[src/rtl/ysyx_23060136_ifu_fetch_pkg.sv]
// ----------------------------------------------------------------------------
// ysyx_23060136_ifu_fetch_pkg
//   Shared definitions for the instruction fetch unit and the stages that
//   consume its IFU->IDU register (decode sees the same NOP and reset PC).
//   Contents:
//     IFU_BITS_W / IFU_INST_W : default PC and instruction widths
//     IFU_PC_RST              : architectural PC after reset
//     IFU_NOP                 : bubble instruction (addi x0,x0,0)
//     ifu_state_e             : fetch FSM states
// ----------------------------------------------------------------------------
package ysyx_23060136_ifu_fetch_pkg;

  localparam int          IFU_BITS_W = 32;
  localparam int          IFU_INST_W = 32;
  localparam logic [31:0] IFU_PC_RST = 32'h8000_0000;
  localparam logic [31:0] IFU_NOP    = 32'h0000_0013;

  // S_IDLE : one cycle after reset, loads the first request address
  // S_AR   : read request presented, waiting for arready
  // S_R    : waiting for read data
  // S_HOLD : instruction presented to decode until it is accepted
  typedef enum logic [1:0] {
    S_IDLE = 2'd0,
    S_AR   = 2'd1,
    S_R    = 2'd2,
    S_HOLD = 2'd3
  } ifu_state_e;

endpackage

[src/rtl/ysyx_23060136_ifu_pc_gen.sv]
// ----------------------------------------------------------------------------
// ysyx_23060136_ifu_pc_gen
//   Combinational next-value logic for the architectural fetch PC and the
//   read-request address register.
//   Ports:
//     state        in  current fetch FSM state
//     drop         in  the outstanding response belongs to a flushed request
//     flush        in  branch redirect this cycle
//     target       in  redirect PC (low two bits ignored)
//     stall        in  decode cannot take the held instruction
//     rvalid       in  read data arriving this cycle
//     pc_cur       in  current architectural PC
//     ar_addr_cur  in  current request address
//     pc_next      out next architectural PC
//     ar_addr_next out next request address
// ----------------------------------------------------------------------------
module ysyx_23060136_ifu_pc_gen
  import ysyx_23060136_ifu_fetch_pkg::*;
#(
  parameter int BITS_W = IFU_BITS_W
) (
  input  ifu_state_e        state,
  input  logic              drop,
  input  logic              flush,
  input  logic [BITS_W-1:0] target,
  input  logic              stall,
  input  logic              rvalid,
  input  logic [BITS_W-1:0] pc_cur,
  input  logic [BITS_W-1:0] ar_addr_cur,
  output logic [BITS_W-1:0] pc_next,
  output logic [BITS_W-1:0] ar_addr_next
);

  logic [BITS_W-1:0] target_aligned;
  logic [BITS_W-1:0] pc_inc;

  // Instructions are word aligned; wrap-around at 2^BITS_W is intended.
  assign target_aligned = target & ~BITS_W'(3);
  assign pc_inc         = pc_cur + BITS_W'(4);

  always_comb begin
    pc_next      = pc_cur;
    ar_addr_next = ar_addr_cur;
    // A redirect always wins over stall and normal advance.
    if (flush) begin
      pc_next = target_aligned;
    end
    case (state)
      S_IDLE: ar_addr_next = flush ? target_aligned : pc_cur;
      // S_AR keeps the presented address stable until it is accepted, even
      // when redirected; the stale response is dropped later.
      S_AR:   ar_addr_next = ar_addr_cur;
      S_R: begin
        // A discarded response re-issues at the newest PC.
        if (rvalid && (drop || flush)) begin
          ar_addr_next = flush ? target_aligned : pc_cur;
        end
      end
      S_HOLD: begin
        if (flush) begin
          ar_addr_next = target_aligned;
        end else if (!stall) begin
          pc_next      = pc_inc;
          ar_addr_next = pc_inc;
        end
      end
      default: ar_addr_next = ar_addr_cur;
    endcase
  end

endmodule

[src/rtl/ysyx_23060136_ifu_fetch.sv]
// ----------------------------------------------------------------------------
// ysyx_23060136_ifu_fetch
//   Instruction fetch stage. Owns the architectural fetch PC and keeps a single
//   read outstanding on an AR/R valid-ready interface. The fetched instruction
//   is held for decode until accepted; branch redirects cancel in-flight work.
//   Ports:
//     clk, rst (async, active-low)
//     BRANCH_flushIF / BRANCH_target : redirect from the branch unit
//     FORWARD_stallIF                : decode cannot accept the held instruction
//     IFU_o_pc / IFU_o_inst / IFU_o_commit : IFU->IDU register inputs
//     ifu_arvalid / ifu_araddr / ifu_arready : read request channel
//     ifu_rvalid / ifu_rdata / ifu_rready    : read data channel
//   Optional build macro YSYX_23060136_IFU_PERF_EN adds:
//     IFU_o_fetch_cnt : instructions accepted by decode (wraps)
//     IFU_o_wait_cnt  : cycles spent in S_AR or S_R (wraps)
// ----------------------------------------------------------------------------
module ysyx_23060136_ifu_fetch
  import ysyx_23060136_ifu_fetch_pkg::*;
#(
  parameter int                BITS_W = IFU_BITS_W,
  parameter int                INST_W = IFU_INST_W,
  parameter logic [BITS_W-1:0] PC_RST = BITS_W'(IFU_PC_RST),
  parameter logic [INST_W-1:0] NOP    = INST_W'(IFU_NOP)
) (
  input  logic              clk,
  input  logic              rst,
  input  logic              BRANCH_flushIF,
  input  logic [BITS_W-1:0] BRANCH_target,
  input  logic              FORWARD_stallIF,
  output logic [BITS_W-1:0] IFU_o_pc,
  output logic [INST_W-1:0] IFU_o_inst,
  output logic              IFU_o_commit,
  output logic              ifu_arvalid,
  output logic [BITS_W-1:0] ifu_araddr,
  input  logic              ifu_arready,
  input  logic              ifu_rvalid,
  input  logic [INST_W-1:0] ifu_rdata,
  output logic              ifu_rready
`ifdef YSYX_23060136_IFU_PERF_EN
  ,
  output logic [63:0]       IFU_o_fetch_cnt,
  output logic [63:0]       IFU_o_wait_cnt
`endif
);

  ifu_state_e        state_q;
  logic [BITS_W-1:0] pc_q;
  logic [BITS_W-1:0] ar_addr_q;
  logic [INST_W-1:0] inst_q;
  logic              drop_q;   // response in flight belongs to a flushed request
  logic [BITS_W-1:0] pc_next;
  logic [BITS_W-1:0] ar_addr_next;
  logic              hold_valid;

  ysyx_23060136_ifu_pc_gen #(
    .BITS_W (BITS_W)
  ) u_pc_gen (
    .state        (state_q),
    .drop         (drop_q),
    .flush        (BRANCH_flushIF),
    .target       (BRANCH_target),
    .stall        (FORWARD_stallIF),
    .rvalid       (ifu_rvalid),
    .pc_cur       (pc_q),
    .ar_addr_cur  (ar_addr_q),
    .pc_next      (pc_next),
    .ar_addr_next (ar_addr_next)
  );

  always_ff @(posedge clk or negedge rst) begin
    if (!rst) begin
      state_q   <= S_IDLE;
      pc_q      <= PC_RST;
      ar_addr_q <= PC_RST;
      inst_q    <= NOP;
      drop_q    <= 1'b0;
    end else begin
      pc_q      <= pc_next;
      ar_addr_q <= ar_addr_next;
      case (state_q)
        S_IDLE: state_q <= S_AR;
        S_AR: begin
          // The request cannot be withdrawn; remember to discard its data.
          if (BRANCH_flushIF) begin
            drop_q <= 1'b1;
          end
          if (ifu_arready) begin
            state_q <= S_R;
          end
        end
        S_R: begin
          if (ifu_rvalid) begin
            if (drop_q || BRANCH_flushIF) begin
              drop_q  <= 1'b0;
              state_q <= S_AR;
            end else begin
              inst_q  <= ifu_rdata;
              state_q <= S_HOLD;
            end
          end else if (BRANCH_flushIF) begin
            drop_q <= 1'b1;
          end
        end
        S_HOLD: begin
          if (BRANCH_flushIF || !FORWARD_stallIF) begin
            state_q <= S_AR;
          end
        end
        default: state_q <= S_IDLE;
      endcase
    end
  end

  assign hold_valid  = (state_q == S_HOLD);
  assign ifu_arvalid = (state_q == S_AR);
  assign ifu_rready  = (state_q == S_R);
  assign ifu_araddr  = ar_addr_q;

  // The only combinational path to the IFU->IDU outputs: a redirect kills the
  // held instruction in the same cycle so decode never latches a wrong-path op.
  assign IFU_o_commit = hold_valid & ~BRANCH_flushIF;
  assign IFU_o_inst   = IFU_o_commit ? inst_q : NOP;
  assign IFU_o_pc     = pc_q;

`ifdef YSYX_23060136_IFU_PERF_EN
  logic [63:0] fetch_cnt_q;
  logic [63:0] wait_cnt_q;

  always_ff @(posedge clk or negedge rst) begin
    if (!rst) begin
      fetch_cnt_q <= 64'd0;
      wait_cnt_q  <= 64'd0;
    end else begin
      if (hold_valid && !BRANCH_flushIF && !FORWARD_stallIF) begin
        fetch_cnt_q <= fetch_cnt_q + 64'd1;
      end
      if (state_q == S_AR || state_q == S_R) begin
        wait_cnt_q <= wait_cnt_q + 64'd1;
      end
    end
  end

  assign IFU_o_fetch_cnt = fetch_cnt_q;
  assign IFU_o_wait_cnt  = wait_cnt_q;
`endif

endmodule

[config.mk]
export PLATFORM = sky130hd
export DESIGN_NAME = ysyx_23060136_ifu_fetch
export DESIGN_NICKNAME = d
export VERILOG_FILES = /design/src/rtl/ysyx_23060136_ifu_fetch_pkg.sv /design/src/rtl/ysyx_23060136_ifu_pc_gen.sv /design/src/rtl/ysyx_23060136_ifu_fetch.sv
export SDC_FILE = /design/constraint.sdc
export NUM_CORES = 1
export LEC_CHECK = 0
export CORE_MARGIN = 2
export CORE_UTILIZATION = 40
export DETAILED_ROUTE_END_ITERATION = 6
export PLACE_DENSITY_LB_ADDON = 0.05
export SYNTH_ARGS = -nofsm -noshare
export SYNTH_HDL_FRONTEND = slang
export SYNTH_SLANG_ARGS = --single-unit
[constraint.sdc]
create_clock -name clk -period 3.33 [get_ports clk]
set_clock_uncertainty 0.15 [all_clocks]
set_input_delay 0.666 -clock clk [delete_from_list [all_inputs] [get_ports clk]]
set_output_delay 0.666 -clock clk [all_outputs]
set_load 0.05 [all_outputs]
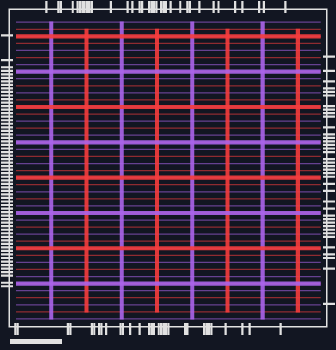
Figure 1: floorplan with the power grid.
The bar under the picture is 20 µm long. Pins as bars on the die edge.
[VDD] red
[VSS] purple
rows: 42
met4 straps: 8
met1 rails: 43

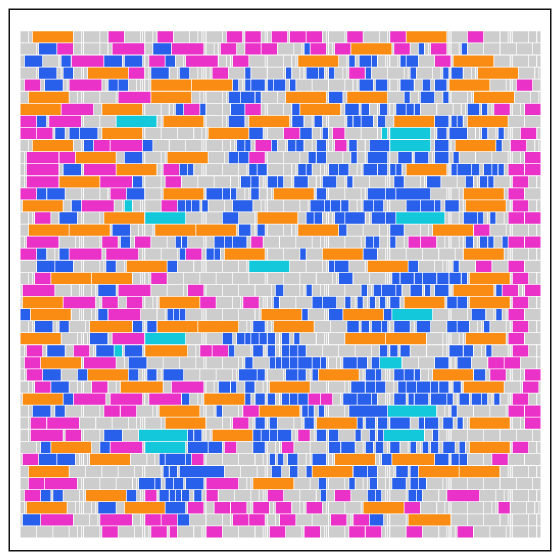
Figure 2: cell classes on the final placement.
Fill, decap, tap and diode cells in gray.
[remaining buffers and delay cells] magenta | cells: 182 | share of their area: 27%
[clock drivers and dummy loads] cyan | cells: 16 | share of their area: 4.4%
[remaining logic cells] blue | cells: 447 | share of their area: 37%
[registers] orange | cells: 99 | share of their area: 32%

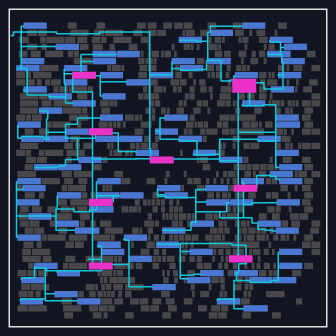
Figure 3: routed clock nets over the placement.
[clock wires] cyan | length: 1380 µm
[clock-net drivers] magenta | count: 9
[flip-flops] blue | count: 99
flops lie: spread over the die

==> flow_summary.json <==
{
  "outcome": "finished, final reports clean",
  "grt_pass1_wl_mm": 26.84,
  "max_freq_mhz": 335.6,
  "diodes": 0,
  "clk_path_buf_depth": 2,
  "grt_setup_unrepaired": "false",
  "via_count": 5163,
  "path_class": "flip-flop to output pin",
  "ys_area_um2": 5538,
  "track_usage_pct": 23.06,
  "port_buffers": 166,
  "clk_pin_slew_ns": 0.07,
  "maxSlewHeadroom_pct": 46.30,
  "synth_warnings": 0,
  "cp-end-kind": "output pin",
  "peakVddDrop_uv": 301.3,
  "async_flop_share_pct": 100.0,
  "die_x_um": 121.7,
  "worstPathRequired_ns": 2.51,
  "cp-start-kind": "flip-flop"
}
==> final timing paths <==
check / start / endpoint / slack (ns) / cells past startpoint
worst min-delay path: rst / ifu_araddr[28] / 0.25 / 1
worst min register to register: ifu_araddr[0] / ifu_araddr[0] / 0.32 / 2
worst max register to register: state_q[0] / IFU_o_pc[18] / 0.55 / 8
max in group asynchronous: rst / inst_q[0] / 2.02 / 2
min in group clk: ifu_araddr[0] / ifu_araddr[0] / 0.32 / 2
worst max-delay path: state_q[0] / IFU_o_inst[18] / 0.35 / 6
==> registers in the layout, summed over array words and instances (netlist names) <==
register	flops
drop_q	1
state_q	2
IFU_o_pc	32
ifu_araddr	32
inst_q	32
==> cells by family after synthesis <==
family / count (synthesis) / synth area share [%]
AND/OR/NAND/NOR: 248 / 23.68
XOR/XNOR: 24 / 3.796
AND-OR/OR-AND: 122 / 14.75
flip-flops: 99 / 44.85
multiplexers: 37 / 7.456
buffers and inverters: 56 / 4.338
adder cells (fa/ha/maj): 5 / 1.130
==> worst max-delay path: stages, from the launching register on <==
cell     delay (ns)
dfrtp_1        0.44
ha_1           0.19
or2b_2         0.36
inv_2          0.24
buf_12         0.23
and2_1         0.20
buf_12         0.15
==> power by group <==
part           leakage, nW  switching, mW  internal (mW)  total (mW)
clock                0.169          0.469          0.753        1.22
combinational         1.88           1.72           1.04        2.76
sequential            1.20          0.298           1.65        1.95
total                 3.25           2.49           3.44        5.93
==> Yosys cell counts (4+ instances only) <==
library cell   n  area share [%]
a311oi_1      15             2.4
and3_1        12             1.4
xor2_1         9             1.4
nand2b_1       5            0.56
nor4_1        10             1.1
mux2_2        34             6.9
o21ai_0       31             2.8
and4_1         5            0.79
buf_2         11            0.99
a211oi_1       8             1.1
ha_1           5             1.1
a31oi_1        6            0.68
nand4_1       19             2.1
o31ai_1        9             1.2
nor2_1        62             4.2
and2_1        30             3.4
inv_1         10            0.68
a21oi_1       25             2.3
o22ai_1        6            0.68
clkbuf_1      28             1.9
xnor2_1       15             2.4
dfrtp_1       94              42
nand2_1       53             3.6
nor3_1        21             1.9
nand3_1       12             1.1
dfstp_2        5             2.4
o21a_1         4            0.54
==> routing by layer <==
layer  vias to the layer above  routed length (µm)  global-route usage (%)
met1                      2489                7090                   30.92
met5                         -                   0                       0
met3                        23                1671                   8.521
li1                       2442                   -                       -
met2                       209                7411                   34.30
met4                         0                 316                   8.261
==> cell type report <==
type | count | area (µm²)
Fill cell | 1171 | 5351
Multi-Input combinational cell | 436 | 2819
Sequential cell | 99 | 2484
Timing Repair Buffer | 182 | 2142
Clock buffer | 11 | 242.7
Tap cell | 176 | 220.2
Clock inverter | 5 | 100.1
Inverter | 11 | 41.29
==> through the flow <==
| step | instances | setup slack (ns) | power (mW) | area (µm²) |
|---|---|---|---|---|
| detailed placement | 904 | 0.3933 | 4.740 | 7706 |
| global route | 920 | 0.2388 | 6.254 | 8049 |
| floorplan | 591 | 0.1340 | 3.729 | 5538 |
| CTS | 920 | 0.3317 | 5.973 | 8049 |
| global placement | 904 | 0.4298 | 4.683 | 7706 |
| finish | 920 | 0.3503 | 5.931 | 8049 |
Power and IR drop assume default switching activity.
